## src/rtl/ps2_rx_fifo_if.sv

```systemverilog
// ps2_rx_fifo_if: read-side bundle of the PS/2 receive FIFO.
//   rdEn    - consumer pops the head entry (honoured only while rdValid=1)
//   rdData  - head entry, meaningful only while rdValid=1
//   rdValid - FIFO not empty
//   count   - entries currently held (FIFO_AW+1 bits)
// modport master: the FIFO side; modport slave: the consumer side.
interface ps2_rx_fifo_if #(
  parameter int unsigned FIFO_AW = 3
);
  logic               rdEn;
  logic [7:0]         rdData;
  logic               rdValid;
  logic [FIFO_AW:0]   count;

  modport master (input rdEn, output rdData, output rdValid, output count);
  modport slave  (output rdEn, input rdData, input rdValid, input count);
endinterface

```

## src/rtl/ps2_rx_fifo.sv

```systemverilog
// ps2_rx_fifo: PS/2 keyboard receive front end.
// Synchronises and deglitches raw ps2CLK/ps2DATA, deframes 11-bit
// device-to-host frames (start, 8 data LSB first, odd parity, stop) and
// buffers good bytes in a first-word-fall-through FIFO.
// Ports:
//   clk, rst_in   - system clock, asynchronous active-low reset
//   ps2CLK/DATA   - raw asynchronous PS/2 lines
//   rd            - ps2_rx_fifo_if.master read port (rdEn/rdData/rdValid/count)
//   ps2Inhibit    - registered FIFO-full flag
//   frameErr      - one-cycle pulse per rejected or timed-out frame
//   overflow      - one-cycle pulse per good byte dropped while full
//   errCount      - saturating count of frameErr/overflow pulses
// Optional feature: define PS2_RX_ERRCNT_EN to build the error counter;
// otherwise errCount is tied to zero.
module ps2_rx_fifo #(
  parameter int unsigned FIFO_AW    = 3,
  parameter int unsigned FILTER_LEN = 4,
  parameter int unsigned TIMEOUT    = 100000,
  parameter int unsigned TO_W       = 17
) (
  input  logic                 clk,
  input  logic                 rst_in,
  input  logic                 ps2CLK,
  input  logic                 ps2DATA,
  ps2_rx_fifo_if.master        rd,
  output logic                 ps2Inhibit,
  output logic                 frameErr,
  output logic                 overflow,
  output logic [7:0]           errCount
);

  localparam int unsigned        DEPTH    = 2**FIFO_AW;
  localparam int unsigned        FC_W     = $clog2(FILTER_LEN + 1);
  localparam logic [FC_W-1:0]    FLT_LAST = FC_W'(FILTER_LEN - 1);
  localparam logic [TO_W-1:0]    TO_LAST  = TO_W'(TIMEOUT - 1);
  localparam logic [FIFO_AW:0]   FULL_CNT = (FIFO_AW+1)'(DEPTH);

  typedef enum logic [1:0] {IDLE, DATA, PARITY, STOP} state_e;

  // Input conditioning
  logic [1:0]      clk_sync_q, clk_sync_d;
  logic [1:0]      data_sync_q, data_sync_d;
  logic            clk_filt_q, clk_filt_d;
  logic            data_filt_q, data_filt_d;
  logic [FC_W-1:0] clk_fcnt_q, clk_fcnt_d;
  logic [FC_W-1:0] data_fcnt_q, data_fcnt_d;
  logic            clk_prev_q, clk_prev_d;
  logic            fall;

  // Deframer
  state_e          state_q, state_d;
  logic [2:0]      bit_cnt_q, bit_cnt_d;
  logic [7:0]      shift_q, shift_d;
  logic            par_q, par_d;
  logic [TO_W-1:0] to_cnt_q, to_cnt_d;
  logic            frame_err_q, frame_err_d;
  logic            push_q, push_d;
  logic [7:0]      push_byte_q, push_byte_d;

  // FIFO
  logic [7:0]       mem_q [DEPTH];
  logic [7:0]       mem_d [DEPTH];
  logic [FIFO_AW:0] wr_ptr_q, wr_ptr_d;
  logic [FIFO_AW:0] rd_ptr_q, rd_ptr_d;
  logic             inhibit_q, inhibit_d;
  logic             overflow_q, overflow_d;
  logic [FIFO_AW:0] cnt;
  logic             rd_valid;
  logic             full;
  logic             pop;
  logic             wr_en;

  assign cnt      = wr_ptr_q - rd_ptr_q;
  assign rd_valid = (cnt != '0);
  assign full     = (cnt == FULL_CNT);
  assign pop      = rd.rdEn && rd_valid;
  // A push into a full FIFO is still accepted when a pop frees the slot
  // in the same cycle.
  assign wr_en    = push_q && (!full || pop);
  assign fall     = clk_prev_q && !clk_filt_q;

  always_comb begin
    clk_sync_d  = {clk_sync_q[0], ps2CLK};
    data_sync_d = {data_sync_q[0], ps2DATA};

    clk_filt_d  = clk_filt_q;
    clk_fcnt_d  = '0;
    if (clk_sync_q[1] != clk_filt_q) begin
      if (clk_fcnt_q == FLT_LAST) clk_filt_d = clk_sync_q[1];
      else                        clk_fcnt_d = clk_fcnt_q + 1'b1;
    end

    data_filt_d = data_filt_q;
    data_fcnt_d = '0;
    if (data_sync_q[1] != data_filt_q) begin
      if (data_fcnt_q == FLT_LAST) data_filt_d = data_sync_q[1];
      else                         data_fcnt_d = data_fcnt_q + 1'b1;
    end

    clk_prev_d = clk_filt_q;
  end

  always_comb begin
    state_d     = state_q;
    bit_cnt_d   = bit_cnt_q;
    shift_d     = shift_q;
    par_d       = par_q;
    push_byte_d = push_byte_q;
    frame_err_d = 1'b0;
    push_d      = 1'b0;

    if (state_q == IDLE || fall) to_cnt_d = '0;
    else                         to_cnt_d = to_cnt_q + 1'b1;

    case (state_q)
      IDLE: if (fall) begin
        if (!data_filt_q) begin
          state_d   = DATA;
          bit_cnt_d = '0;
        end else begin
          frame_err_d = 1'b1;
        end
      end
      DATA: if (fall) begin
        shift_d   = {data_filt_q, shift_q[7:1]};
        bit_cnt_d = bit_cnt_q + 3'd1;
        if (bit_cnt_q == 3'd7) state_d = PARITY;
      end
      PARITY: if (fall) begin
        par_d   = data_filt_q;
        state_d = STOP;
      end
      STOP: if (fall) begin
        if (data_filt_q && (^{shift_q, par_q})) begin
          push_d      = 1'b1;
          push_byte_d = shift_q;
        end else begin
          frame_err_d = 1'b1;
        end
        state_d = IDLE;
      end
      default: state_d = IDLE;
    endcase

    // Timeout only fires on a no-fall cycle, so it can never coincide with
    // a fall-detected error: frameErr is at most one pulse per frame.
    if (state_q != IDLE && !fall && to_cnt_q == TO_LAST) begin
      state_d     = IDLE;
      frame_err_d = 1'b1;
      to_cnt_d    = '0;
    end
  end

  always_comb begin
    mem_d      = mem_q;
    wr_ptr_d   = wr_ptr_q;
    rd_ptr_d   = rd_ptr_q;
    overflow_d = push_q && full && !pop;
    if (wr_en) begin
      mem_d[wr_ptr_q[FIFO_AW-1:0]] = push_byte_q;
      wr_ptr_d = wr_ptr_q + 1'b1;
    end
    if (pop) rd_ptr_d = rd_ptr_q + 1'b1;
    inhibit_d = ((wr_ptr_d - rd_ptr_d) == FULL_CNT);
  end

  always_ff @(posedge clk or negedge rst_in) begin
    if (!rst_in) begin
      clk_sync_q  <= '1;
      data_sync_q <= '1;
      clk_filt_q  <= 1'b1;
      data_filt_q <= 1'b1;
      clk_fcnt_q  <= '0;
      data_fcnt_q <= '0;
      clk_prev_q  <= 1'b1;
      state_q     <= IDLE;
      bit_cnt_q   <= '0;
      shift_q     <= '0;
      par_q       <= 1'b0;
      to_cnt_q    <= '0;
      frame_err_q <= 1'b0;
      push_q      <= 1'b0;
      push_byte_q <= '0;
      wr_ptr_q    <= '0;
      rd_ptr_q    <= '0;
      inhibit_q   <= 1'b0;
      overflow_q  <= 1'b0;
    end else begin
      clk_sync_q  <= clk_sync_d;
      data_sync_q <= data_sync_d;
      clk_filt_q  <= clk_filt_d;
      data_filt_q <= data_filt_d;
      clk_fcnt_q  <= clk_fcnt_d;
      data_fcnt_q <= data_fcnt_d;
      clk_prev_q  <= clk_prev_d;
      state_q     <= state_d;
      bit_cnt_q   <= bit_cnt_d;
      shift_q     <= shift_d;
      par_q       <= par_d;
      to_cnt_q    <= to_cnt_d;
      frame_err_q <= frame_err_d;
      push_q      <= push_d;
      push_byte_q <= push_byte_d;
      wr_ptr_q    <= wr_ptr_d;
      rd_ptr_q    <= rd_ptr_d;
      inhibit_q   <= inhibit_d;
      overflow_q  <= overflow_d;
    end
  end

  // Storage array carries no reset; rdData is masked while empty instead.
  always_ff @(posedge clk) begin
    mem_q <= mem_d;
  end

  assign rd.rdData   = rd_valid ? mem_q[rd_ptr_q[FIFO_AW-1:0]] : '0;
  assign rd.rdValid  = rd_valid;
  assign rd.count    = cnt;
  assign ps2Inhibit  = inhibit_q;
  assign frameErr    = frame_err_q;
  assign overflow    = overflow_q;

`ifdef PS2_RX_ERRCNT_EN
  logic [7:0] err_cnt_q, err_cnt_d;

  // A coincident frameErr and overflow count as a single event.
  always_comb begin
    err_cnt_d = err_cnt_q;
    if ((frame_err_q || overflow_q) && err_cnt_q != 8'hFF)
      err_cnt_d = err_cnt_q + 8'd1;
  end

  always_ff @(posedge clk or negedge rst_in) begin
    if (!rst_in) err_cnt_q <= '0;
    else         err_cnt_q <= err_cnt_d;
  end

  assign errCount = err_cnt_q;
`else
  assign errCount = '0;
`endif

endmodule
```

## src/flat_wrapper.sv

```systemverilog
// flat-port wrapper written by rule: the top's interface ports become plain ports
module ps2_rx_fifo_flat 
#(
  parameter int unsigned FIFO_AW    = 3,
  parameter int unsigned FILTER_LEN = 4,
  parameter int unsigned TIMEOUT    = 100000,
  parameter int unsigned TO_W       = 17
)
  (clk, rst_in, ps2CLK, ps2DATA, ps2Inhibit, frameErr, overflow, errCount, rd_rdEn, rd_rdData, rd_rdValid, rd_count);
  ps2_rx_fifo_if #(.FIFO_AW(FIFO_AW)) rd_i ();
  input  logic clk;
  input  logic rst_in;
  input  logic ps2CLK;
  input  logic ps2DATA;
  output logic ps2Inhibit;
  output logic frameErr;
  output logic overflow;
  output logic [7:0] errCount;
  input wire logic [$bits(rd_i.rdEn)-1:0] rd_rdEn;
  output wire logic [$bits(rd_i.rdData)-1:0] rd_rdData;
  output wire logic [$bits(rd_i.rdValid)-1:0] rd_rdValid;
  output wire logic [$bits(rd_i.count)-1:0] rd_count;
  assign rd_i.rdEn = rd_rdEn;
  assign rd_rdData = rd_i.rdData;
  assign rd_rdValid = rd_i.rdValid;
  assign rd_count = rd_i.count;
  ps2_rx_fifo #(.FIFO_AW(FIFO_AW), .FILTER_LEN(FILTER_LEN), .TIMEOUT(TIMEOUT), .TO_W(TO_W)) u_core (.clk(clk), .rst_in(rst_in), .ps2CLK(ps2CLK), .ps2DATA(ps2DATA), .rd(rd_i), .ps2Inhibit(ps2Inhibit), .frameErr(frameErr), .overflow(overflow), .errCount(errCount));
endmodule
```

## config.mk

```make
export PLATFORM = sky130hd
export DESIGN_NAME = ps2_rx_fifo_flat
export DESIGN_NICKNAME = d
export VERILOG_FILES = /design/src/rtl/ps2_rx_fifo_if.sv /design/src/rtl/ps2_rx_fifo.sv /design/src/flat_wrapper.sv
export SDC_FILE = /design/constraint.sdc
export NUM_CORES = 1
export LEC_CHECK = 0
export ABC_CLOCK_PERIOD_IN_PS = 8800
export CAP_MARGIN = 20
export CORE_MARGIN = 2
export CORE_UTILIZATION = 50
export CTS_CLUSTER_SIZE = 28
export DETAILED_ROUTE_END_ITERATION = 6
export PLACE_DENSITY = 0.68
export SLEW_MARGIN = 10
export SYNTH_ARGS = -nofsm -noshare
export SYNTH_HDL_FRONTEND = slang
export SYNTH_SLANG_ARGS = --single-unit
```

## constraint.sdc

```tcl
create_clock -name clk -period 8.8 [get_ports clk]
set_clock_uncertainty 0.2 [all_clocks]
set_input_delay 2.64 -clock clk [delete_from_list [all_inputs] [get_ports clk]]
set_output_delay 2.64 -clock clk [all_outputs]
set_load 0.01 [all_outputs]
```

==> results.json <==
{
  "synth_flop_count": 128,
  "pin_count": 29,
  "vdd_ir_drop_max_v": 0.0001858,
  "antennaDiodeCount": 0,
  "route.met3.wl_um": 370,
  "hpwl_mm": 6.707,
  "wl_met1_mm": 4.656,
  "yosysWarnings": 0,
  "cp_cell_sequence": "inv_1 > fa_1 > nand2b_1 > a2111o_1 > nand4_1 > a21oi_1 > clkdlybuf4s50_1",
  "tightest_slew_ps": 891.3,
  "clock_tree.root_cell": "clkbuf_16",
  "synthCells": 427,
  "final_hold_viol_count": 0,
  "clkTransAtPathRegs_ps": 60,
  "postCtsResizedCells": 0,
  "crit_end": "rd_rdData[3]",
  "die-area_sq_um": 12730,
  "cp.arrival_ps": 3760,
  "routed_via_density": 5.531,
  "layoutNonFillerInstCount": 614,
  "p_seq_mw": 0.779,
  "warnings": 29,
  "leakage_nw": 2.753,
  "die_w_um": 112.8,
  "antenna_found_initial": 0,
  "cts_tree": "yes",
  "top_layer_used": "met4",
  "drtIter0Drc": 280,
  "post-place-ws_ps": 2638,
  "r2r-end": "u_core.ps2Inhibit",
  "hold_depth": 0,
  "dr.pass1.iters": 4,
  "power.group.top": "registers",
  "fillers": 854,
  "placementRows": 39,
  "place_inst": 581,
  "power_mw": 2.223,
  "mostFrequentLayoutCells": "edfxtp_1, dfrtp_1, nand2_1, nor2_1, mux2_2",
  "yosys_most_used_dff": "edfxtp_1",
  "drc": 0,
  "grt_overflow_total": 0,
  "cts_htree_levels": 4,
  "clk_path_buf_depth": 2,
  "io_buffers": 20,
  "synth.distinct_cells": 59,
  "worstRegToRegCells": 14,
  "path_max_fanout": 21,
  "crit_path_end_kind": "output pin",
  "clock_sinks": 128,
  "fp_util_pct": 51.62,
  "timing.hold.worst.start": "u_core.data_sync_q[0]",
  "max_freq_mhz": 151.4,
  "final_nets": 481,
  "comb_power_share_pct": 32.7,
  "place_area_sq_um": 6252,
  "die_y_um": 112.8,
  "via_count": 3396,
  "intPower_mw": 1.491,
  "p_comb_mw": 0.728,
  "postSynthAreaPerCell_sq_um": 13.86,
  "synth.area.top_cells": "edfxtp_1, dfrtp_1, mux4_2",
  "grt_usage_pct": 17.35,
  "wl_met2_mm": 5.006,
  "routed_wl_mm": 10.15,
  "syn_area_sq_um": 5919,
  "place_congestion": 0.7754,
  "report.final.slew_viol_count": 0,
  "layout_setup_ws_ps": 2196,
  "cap_violations": 0,
  "worstHoldPathType": "reg -> reg",
  "synth.largest_area_cell": "edfxtp_1",
  "p_sw_share_pct": 32.94,
  "finalCritPeriodShare_pct": 75.05,
  "timing.rr.start": "u_core.rd_ptr_q[1]",
  "final_area_sq_um": 6867,
  "postCtsSetupBuffers": 0,
  "worstSetupPathType": "reg -> out",
  "slowest_stage": "dfrtp_1",
  "hold_slack_ps": 155.8,
  "ys_cells": 427,
  "crit_path_max_incr_delay_ps": 920,
  "use_met1_pct": 22.80,
  "min_period_ps": 6604,
  "grt_pass1_wl_mm": 17.34,
  "edf_count": 64,
  "p_switching_mw": 0.7321,
  "rrSetupSlack_ps": 3890,
  "p_per_area_nw_per_um2": 323.7,
  "ant_nets": 0,
  "cts_buffers": 17,
  "ys_chip_area_sq_um": 5919,
  "seq_power_share_pct": 35.0,
  "fin_setup_tns_ps": 0,
  "drive_gt1_share_pct": 20.38,
  "grt_pass1_vias": 3486,
  "rsz0062_at_grt": "false",
  "ctsHoldBuffers": 0,
  "area_delta_synth_final_pct": 16.00,
  "core_sq_um": 11470,
  "grt_max_degree": 65,
  "postSynthSeqShare_pct": 59.67,
  "startpoint_type": "flip-flop",
  "startpoint": "u_core.rd_ptr_q[1]",
  "max_slew_margin_pct": 40.58,
  "layout.cells.most_common": "edfxtp_1",
  "status": "completed",
  "required_ps": 5960,
  "synth_top_area_share_pct": 32.47,
  "synthArstFlopShare_pct": 50.00,
  "setup_viol": 0,
  "min_to": "u_core.data_sync_q[1]"
}
## cell families (layout without fill, tap and decap cells)
kind of cell,count (synthesis),in the layout,synth area share (%)
AND-OR/OR-AND,42,42,5.221
XOR/XNOR,33,33,5.601
adder cells (fa/ha/maj),18,18,3.931
buffers and inverters,36,73,2.917
flip-flops,128,128,59.67
multiplexers,41,41,10.78
other,1,8,0.06335
AND/OR/NAND/NOR,128,128,11.82
## flip-flops by register name, summed over array words and instances (netlist names), 2 cells and up
name / count
u_core.bit_cnt_q: 3
u_core.clk_fcnt_q: 3
u_core.clk_sync_q: 2
u_core.data_fcnt_q: 3
u_core.data_sync_q: 2
u_core.mem_q: 64
u_core.push_byte_q: 8
u_core.rd_ptr_q: 4
u_core.shift_q: 8
u_core.state_q: 2
u_core.to_cnt_q: 17
u_core.wr_ptr_q: 4
## critical path, delay by kind of cell, from the launching register on
| family | cells | cell delay, ps |
|---|---|---|
| fa+ha+maj | 1 | 670 |
| flops | 1 | 920 |
| buf+inv | 2 | 760 |
| compound gates | 2 | 410 |
| simple gates | 2 | 590 |
## cell type report
| type | instances | area, sq um | area share [%] |
|---|---|---|---|
| Sequential cell | 128 | 3532 | 51.44 |
| Multi-Input combinational cell | 270 | 2241 | 32.63 |
| Clock buffer | 17 | 425.4 | 6.195 |
| Timing Repair Buffer | 29 | 260.3 | 3.790 |
| Clock inverter | 15 | 183.9 | 2.679 |
| Tap cell | 143 | 178.9 | 2.606 |
| Inverter | 12 | 45.04 | 0.6560 |
## cells in the mapped netlist (all sizes together), types with 11 or more instances
library cell,count
buf,15
mux4,16
xnor2,21
edfxtp,64
nor2,26
nand2,30
mux2,22
dfrtp,57
a21oi,11
inv,12
ha,17
Sequential cells coloured by netlist name:
(4 px per um) Other sequential cells in the stronger grey, the rest of the logic in the fainter grey.
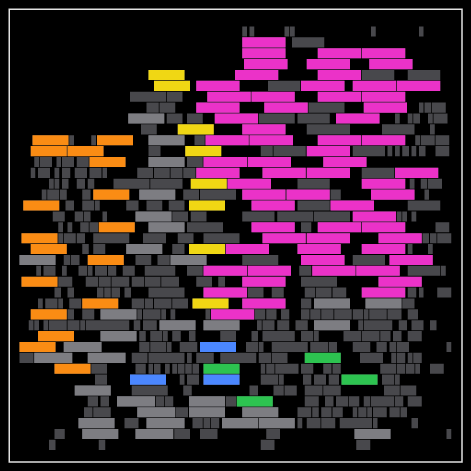
[u_core.wr_ptr_q] green | sequential cells: 4
[u_core.to_cnt_q] orange | sequential cells: 17 | where: middle left
[u_core.mem_q] magenta | sequential cells: 64
[u_core.bit_cnt_q] blue | sequential cells: 3
[u_core.push_byte_q] yellow | sequential cells: 8

Congestion heat map:
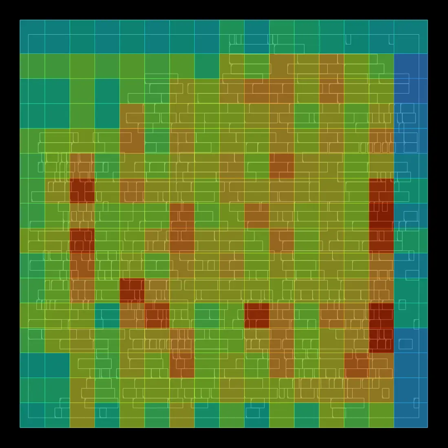
GR Layer Usage met2: 28.34%
Wirelength per Cell: 16.52 um
Core Util, Final: 59.88%
met3 usage in global routing: 3.749%
GR peak layer: met2

Clock wires, drivers and flops:
(2 px per um)
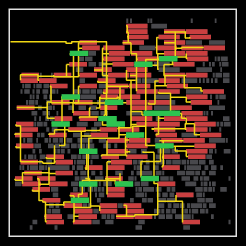
[flip-flops] red | count: 128
[clock-net drivers] green | count: 17
[clock wires] yellow | length: 1470 um
routed clock nets: 18
flops lie: spread over the die
Clock group: 0.716 mW
Clk pwr share: 32.2%
worst-skew pair later-pin latency: 410 ps

No activity file was given, so power comes from the tool's default toggle rates.
